ff_map.png
Bar = 20 um.
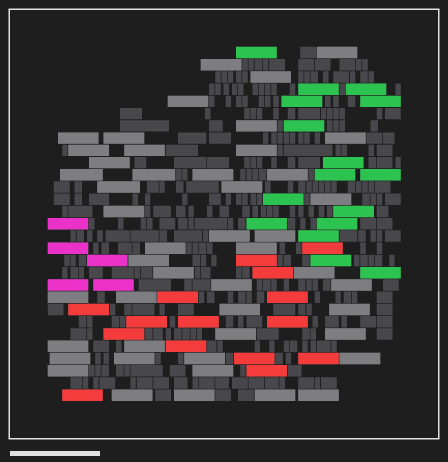
congestion_map.png
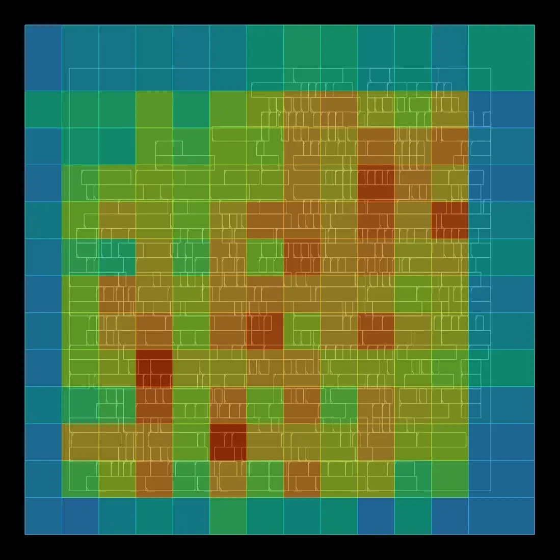
gates.png
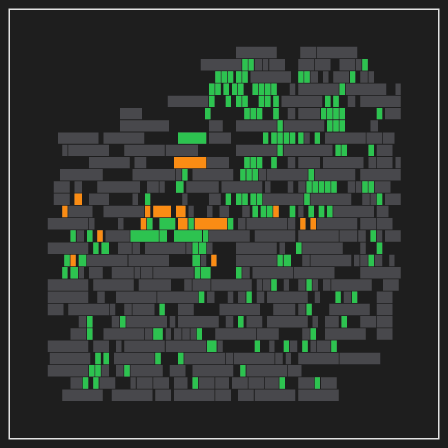
File: src/rtl/spi_slave_responder.sv
// SPI mode-0 slave: 16-bit frames, replays tx_buf, reports rx words.
// Optional SPI_SLAVE_LOOPBACK_EN adds a loopback port (reply = last rx word).
module spi_slave_responder (
    input  logic        clk,
    input  logic        reset,
    input  logic        sclk,
    input  logic        cs_bar,
    input  logic        din_mosi,
    output logic        dout_miso,
    input  logic [15:0] tx_data,
    input  logic        tx_load,
    output logic [15:0] rx_data,
    output logic        rx_valid,
    output logic        frame_err
`ifdef SPI_SLAVE_LOOPBACK_EN
    ,
    input  logic        loopback
`endif
);

    typedef enum logic [1:0] {
        IDLE,
        SHIFT,
        WAIT_CS
    } state_t;

    state_t      r_state;
    state_t      w_next;

    logic        r_sclk_s1, r_sclk_s2, r_sclk_s3;
    logic        r_cs_s1, r_cs_s2, r_cs_s3;
    logic        r_mosi_s1, r_mosi_s2;
    logic [1:0]  r_init;
    logic        r_armed;

    logic [15:0] r_tx_buf;
    logic [15:0] r_tx_shift;
    logic [15:0] r_rx_shift;
    logic [15:0] r_rx_data;
    logic [4:0]  r_bit_cnt;
    logic        r_miso;
    logic        r_rx_valid;
    logic        r_frame_err;

    logic        w_sclk_rise;
    logic        w_sclk_fall;
    logic        w_cs_fall;
    logic        w_start;
    logic        w_abort;
    logic        w_shift_in;
    logic        w_shift_out;
    logic        w_last;
    logic [15:0] w_buf_src;
    logic [15:0] w_tx_src;

    assign w_sclk_rise = r_sclk_s2 & ~r_sclk_s3;
    assign w_sclk_fall = ~r_sclk_s2 & r_sclk_s3;
    assign w_cs_fall   = ~r_cs_s2 & r_cs_s3;

    assign w_start     = (r_state == IDLE) & w_cs_fall & r_armed;
    assign w_abort     = (r_state == SHIFT) & r_cs_s2;
    assign w_shift_in  = (r_state == SHIFT) & ~r_cs_s2 & w_sclk_rise;
    assign w_shift_out = (r_state == SHIFT) & ~r_cs_s2 & w_sclk_fall;
    assign w_last      = w_shift_in & (r_bit_cnt == 5'd15);

    assign w_buf_src   = tx_load ? tx_data : r_tx_buf;
`ifdef SPI_SLAVE_LOOPBACK_EN
    assign w_tx_src    = loopback ? r_rx_data : w_buf_src;
`else
    assign w_tx_src    = w_buf_src;
`endif

    assign dout_miso   = r_miso;
    assign rx_data     = r_rx_data;
    assign rx_valid    = r_rx_valid;
    assign frame_err   = r_frame_err;

    // Arm only after cs_bar is seen truly high, so a low held through reset never starts a frame
    always_ff @(posedge clk or negedge reset) begin
        if (!reset) begin
            r_sclk_s1 <= 1'b0;
            r_sclk_s2 <= 1'b0;
            r_sclk_s3 <= 1'b0;
            r_cs_s1   <= 1'b1;
            r_cs_s2   <= 1'b1;
            r_cs_s3   <= 1'b1;
            r_mosi_s1 <= 1'b0;
            r_mosi_s2 <= 1'b0;
            r_init    <= 2'b00;
            r_armed   <= 1'b0;
        end else begin
            r_sclk_s1 <= sclk;
            r_sclk_s2 <= r_sclk_s1;
            r_sclk_s3 <= r_sclk_s2;
            r_cs_s1   <= cs_bar;
            r_cs_s2   <= r_cs_s1;
            r_cs_s3   <= r_cs_s2;
            r_mosi_s1 <= din_mosi;
            r_mosi_s2 <= r_mosi_s1;
            r_init    <= {r_init[0], 1'b1};
            r_armed   <= r_armed | (r_init[1] & r_cs_s2);
        end
    end

    always_ff @(posedge clk or negedge reset) begin
        if (!reset) begin
            r_state <= IDLE;
        end else begin
            r_state <= w_next;
        end
    end

    always_comb begin
        w_next = r_state;
        unique case (r_state)
            IDLE:    if (w_start) w_next = SHIFT;
            SHIFT: begin
                if (r_cs_s2) begin
                    w_next = IDLE;
                end else if (w_last) begin
                    w_next = WAIT_CS;
                end
            end
            WAIT_CS: if (r_cs_s2) w_next = IDLE;
            default: w_next = IDLE;
        endcase
    end

    always_ff @(posedge clk or negedge reset) begin
        if (!reset) begin
            r_tx_buf    <= '0;
            r_tx_shift  <= '0;
            r_rx_shift  <= '0;
            r_rx_data   <= '0;
            r_bit_cnt   <= '0;
            r_miso      <= 1'b0;
            r_rx_valid  <= 1'b0;
            r_frame_err <= 1'b0;
        end else begin
            r_rx_valid  <= 1'b0;
            r_frame_err <= 1'b0;
            if (tx_load) begin
                r_tx_buf <= tx_data;
            end
            if (w_start) begin
                r_tx_shift <= w_tx_src;
                r_miso     <= w_tx_src[15];
                r_bit_cnt  <= '0;
            end else if (w_abort) begin
                r_frame_err <= 1'b1;
                r_miso      <= 1'b0;
            end else if (w_shift_in) begin
                r_rx_shift <= {r_rx_shift[14:0], r_mosi_s2};
                r_bit_cnt  <= r_bit_cnt + 5'd1;
                if (w_last) begin
                    r_rx_data  <= {r_rx_shift[14:0], r_mosi_s2};
                    r_rx_valid <= 1'b1;
                    r_miso     <= 1'b0;
                end
            end else if (w_shift_out) begin
                r_tx_shift <= {r_tx_shift[14:0], 1'b0};
                r_miso     <= r_tx_shift[14];
            end
        end
    end

endmodule

File: config.mk
export PLATFORM = sky130hd
export DESIGN_NAME = spi_slave_responder
export DESIGN_NICKNAME = d
export VERILOG_FILES = /design/src/rtl/spi_slave_responder.sv
export SDC_FILE = /design/constraint.sdc
export NUM_CORES = 1
export LEC_CHECK = 0
export ABC_AREA = 1
export CAP_MARGIN = 0
export CORE_MARGIN = 8
export CORE_UTILIZATION = 55
export DETAILED_ROUTE_END_ITERATION = 10
export PLACE_DENSITY = 0.81
export SLEW_MARGIN = 0
export SYNTH_ARGS = -nofsm -noshare
export SYNTH_HDL_FRONTEND = slang
export SYNTH_SLANG_ARGS = --single-unit
export TNS_END_PERCENT = 100
File: constraint.sdc
create_clock -name clk -period 1.6 [get_ports clk]
set_input_delay 0.32 -clock clk [delete_from_list [all_inputs] [get_ports clk]]
set_output_delay 0.32 -clock clk [all_outputs]
set_load 0.005 [all_outputs]
==> impl_report.txt <==
RUN METRICS
----------------------------------------------------
[Global routing]
  Total overflow reported by the global router ........................ 0
  Vias in the first global route ........................ about 2300
  Pin count of the biggest net entering global routing ........................ 35

[Detailed routing]
  Total via count after detailed routing ........................ 2432
  Per-cell via count in the routed design ........................ about 4.9

[Critical path]
  Critical path origin ........................ rx_data[1]$_DFFE_PN0P_
  Critical path launch point type ........................ flop
  Maximum fanout along the worst path ........................ 2
  Longest individual stage delay on the worst path ........................ a little over 500 ps
  R2R Setup Slk ........................ around 100 ps
  Cells on worst reg2reg path ........................ 8

[Power]
  Maximum vdd drop ........................ 642.5 uV

[Synthesis]
  Yosys warnings ........................ 0
  Largest cells by area after synthesis ........................ sky130_fd_sc_hd__dfrtp_1 (58%), sky130_fd_sc_hd__nand2_1 (15%), sky130_fd_sc_hd__inv_1 (4.6%)
  Top cells by count ........................ sky130_fd_sc_hd__nand2_1 (137), sky130_fd_sc_hd__dfrtp_1 (80), sky130_fd_sc_hd__inv_1 (42)

[Floorplanning]
  Die width ........................ between 90 and 100 um
  Initial standard-cell utilization of the core ........................ 55.47%

[Place]
  GP Congestion ........................ 0.7871

[Timing]
  Final setup viols ........................ 0
  Achievable frequency ........................ 645.5 MHz

[Job]
  Max Cap Viol ........................ 0
  Tool warnings ........................ 27

[Outcome]
  Outcome ........................ finished, final reports clean

----------------------------------------------------
About ff_map.png:
- `r_rx_shift`: red (sequential cells 15)
- `r_bit_cnt`: magenta (sequential cells 5; where middle left)
- `r_tx_buf`: green (sequential cells 16)

About congestion_map.png:
Most Used Layer, Global Route: met2
met2 Usage GRT: 24.63%

About gates.png:
- nand cells: green (cells 150)
- nor cells: orange (cells 15)

[final cells by class]
| class | instances | area, sq um |
|---|---|---|
| Timing Repair Buffer | 50 | 529.3 |
| Sequential cell | 83 | 2081 |
| Tap cell | 77 | 96.34 |
| Clock inverter | 4 | 73.82 |
| Fill cell | 478 | 2019 |
| Multi-Input combinational cell | 225 | 1099 |
| Inverter | 45 | 171.4 |
| Clock buffer | 12 | 135.1 |
[registers in the layout, indices dropped and copies added (netlist names), 2 cells and up]
name	flops
r_bit_cnt	5
r_init	2
r_rx_shift	15
r_state	2
r_tx_buf	16
r_tx_shift	15
rx_data	16
[cell families (layout without fill, tap and decap cells)]
kind of cell | Yosys count | count (layout) | share of synthesized area, %
mux | 1 | 1 | 0.3271
simple gates | 165 | 165 | 20.86
fa+ha+maj | 2 | 2 | 0.7269
other cells | 1 | 1 | 0.1089
compound gates | 55 | 55 | 9.124
flops | 83 | 83 | 60.45
xor+xnor | 1 | 1 | 0.2545
buf+inv | 59 | 111 | 8.143
[cells in the final DEF (no fill, tap or decap), types with 2 or more instances in the layout]
| cell | n |
|---|---|
| sky130_fd_sc_hd__clkbuf_1 | 3 |
| sky130_fd_sc_hd__dfstp_2 | 3 |
| sky130_fd_sc_hd__nand3_1 | 8 |
| sky130_fd_sc_hd__nand3_4 | 3 |
| sky130_fd_sc_hd__o21ai_1 | 23 |
| sky130_fd_sc_hd__inv_1 | 42 |
| sky130_fd_sc_hd__inv_2 | 2 |
| sky130_fd_sc_hd__ha_2 | 2 |
| sky130_fd_sc_hd__nand2_2 | 2 |
| sky130_fd_sc_hd__buf_12 | 4 |
| sky130_fd_sc_hd__nor2_2 | 2 |
| sky130_fd_sc_hd__nor2_8 | 2 |
| sky130_fd_sc_hd__dfrtp_1 | 80 |
| sky130_fd_sc_hd__o21ai_2 | 7 |
| sky130_fd_sc_hd__nor2_1 | 9 |
| sky130_fd_sc_hd__a21oi_1 | 2 |
| sky130_fd_sc_hd__o21ai_0 | 20 |
| sky130_fd_sc_hd__buf_4 | 5 |
| sky130_fd_sc_hd__bufinv_16 | 2 |
| sky130_fd_sc_hd__clkdlybuf4s50_1 | 39 |
| sky130_fd_sc_hd__clkbuf_8 | 9 |
| sky130_fd_sc_hd__nand2_1 | 135 |
[per-stage QoR]
step | std cells | hold slack (ps) | area, sq um | setup WS [ps] | util, %
after floorplan | 367 | 24.41 | 3442 | 203.4 | -
after global placement | 479 | 233.0 | 3945 | 37.96 | 63.58
after detailed placement | 479 | 235.0 | 3945 | -8.674 | 63.58
after CTS | 496 | 353.0 | 4164 | 36.37 | 67.11
after global routing | 496 | 361.9 | 4185 | -26.49 | 67.45
final | 496 | 351.4 | 4185 | 50.76 | 67.45
[report_power, final]
group          internal [mW]  switching (mW)  total, mW  leakage [nW]
sequential              2.33           0.130       2.46          1.06
combinational          0.271           0.356      0.627         0.841
clock                  0.885           0.708       1.59         0.105
total                   3.49            1.19       4.68          2.01
[metal layers]
metal  global-route usage, %  up-vias  part of all wire (%)
met5                       0        -                     0
met4                   5.592        0                   1.2
met3                   4.409        7                   5.8
met2                   24.63       54                    48
met1                   19.62     1140                    45
li1                        -     1231                     -
No activity file was given, so power comes from the tool's default toggle rates.
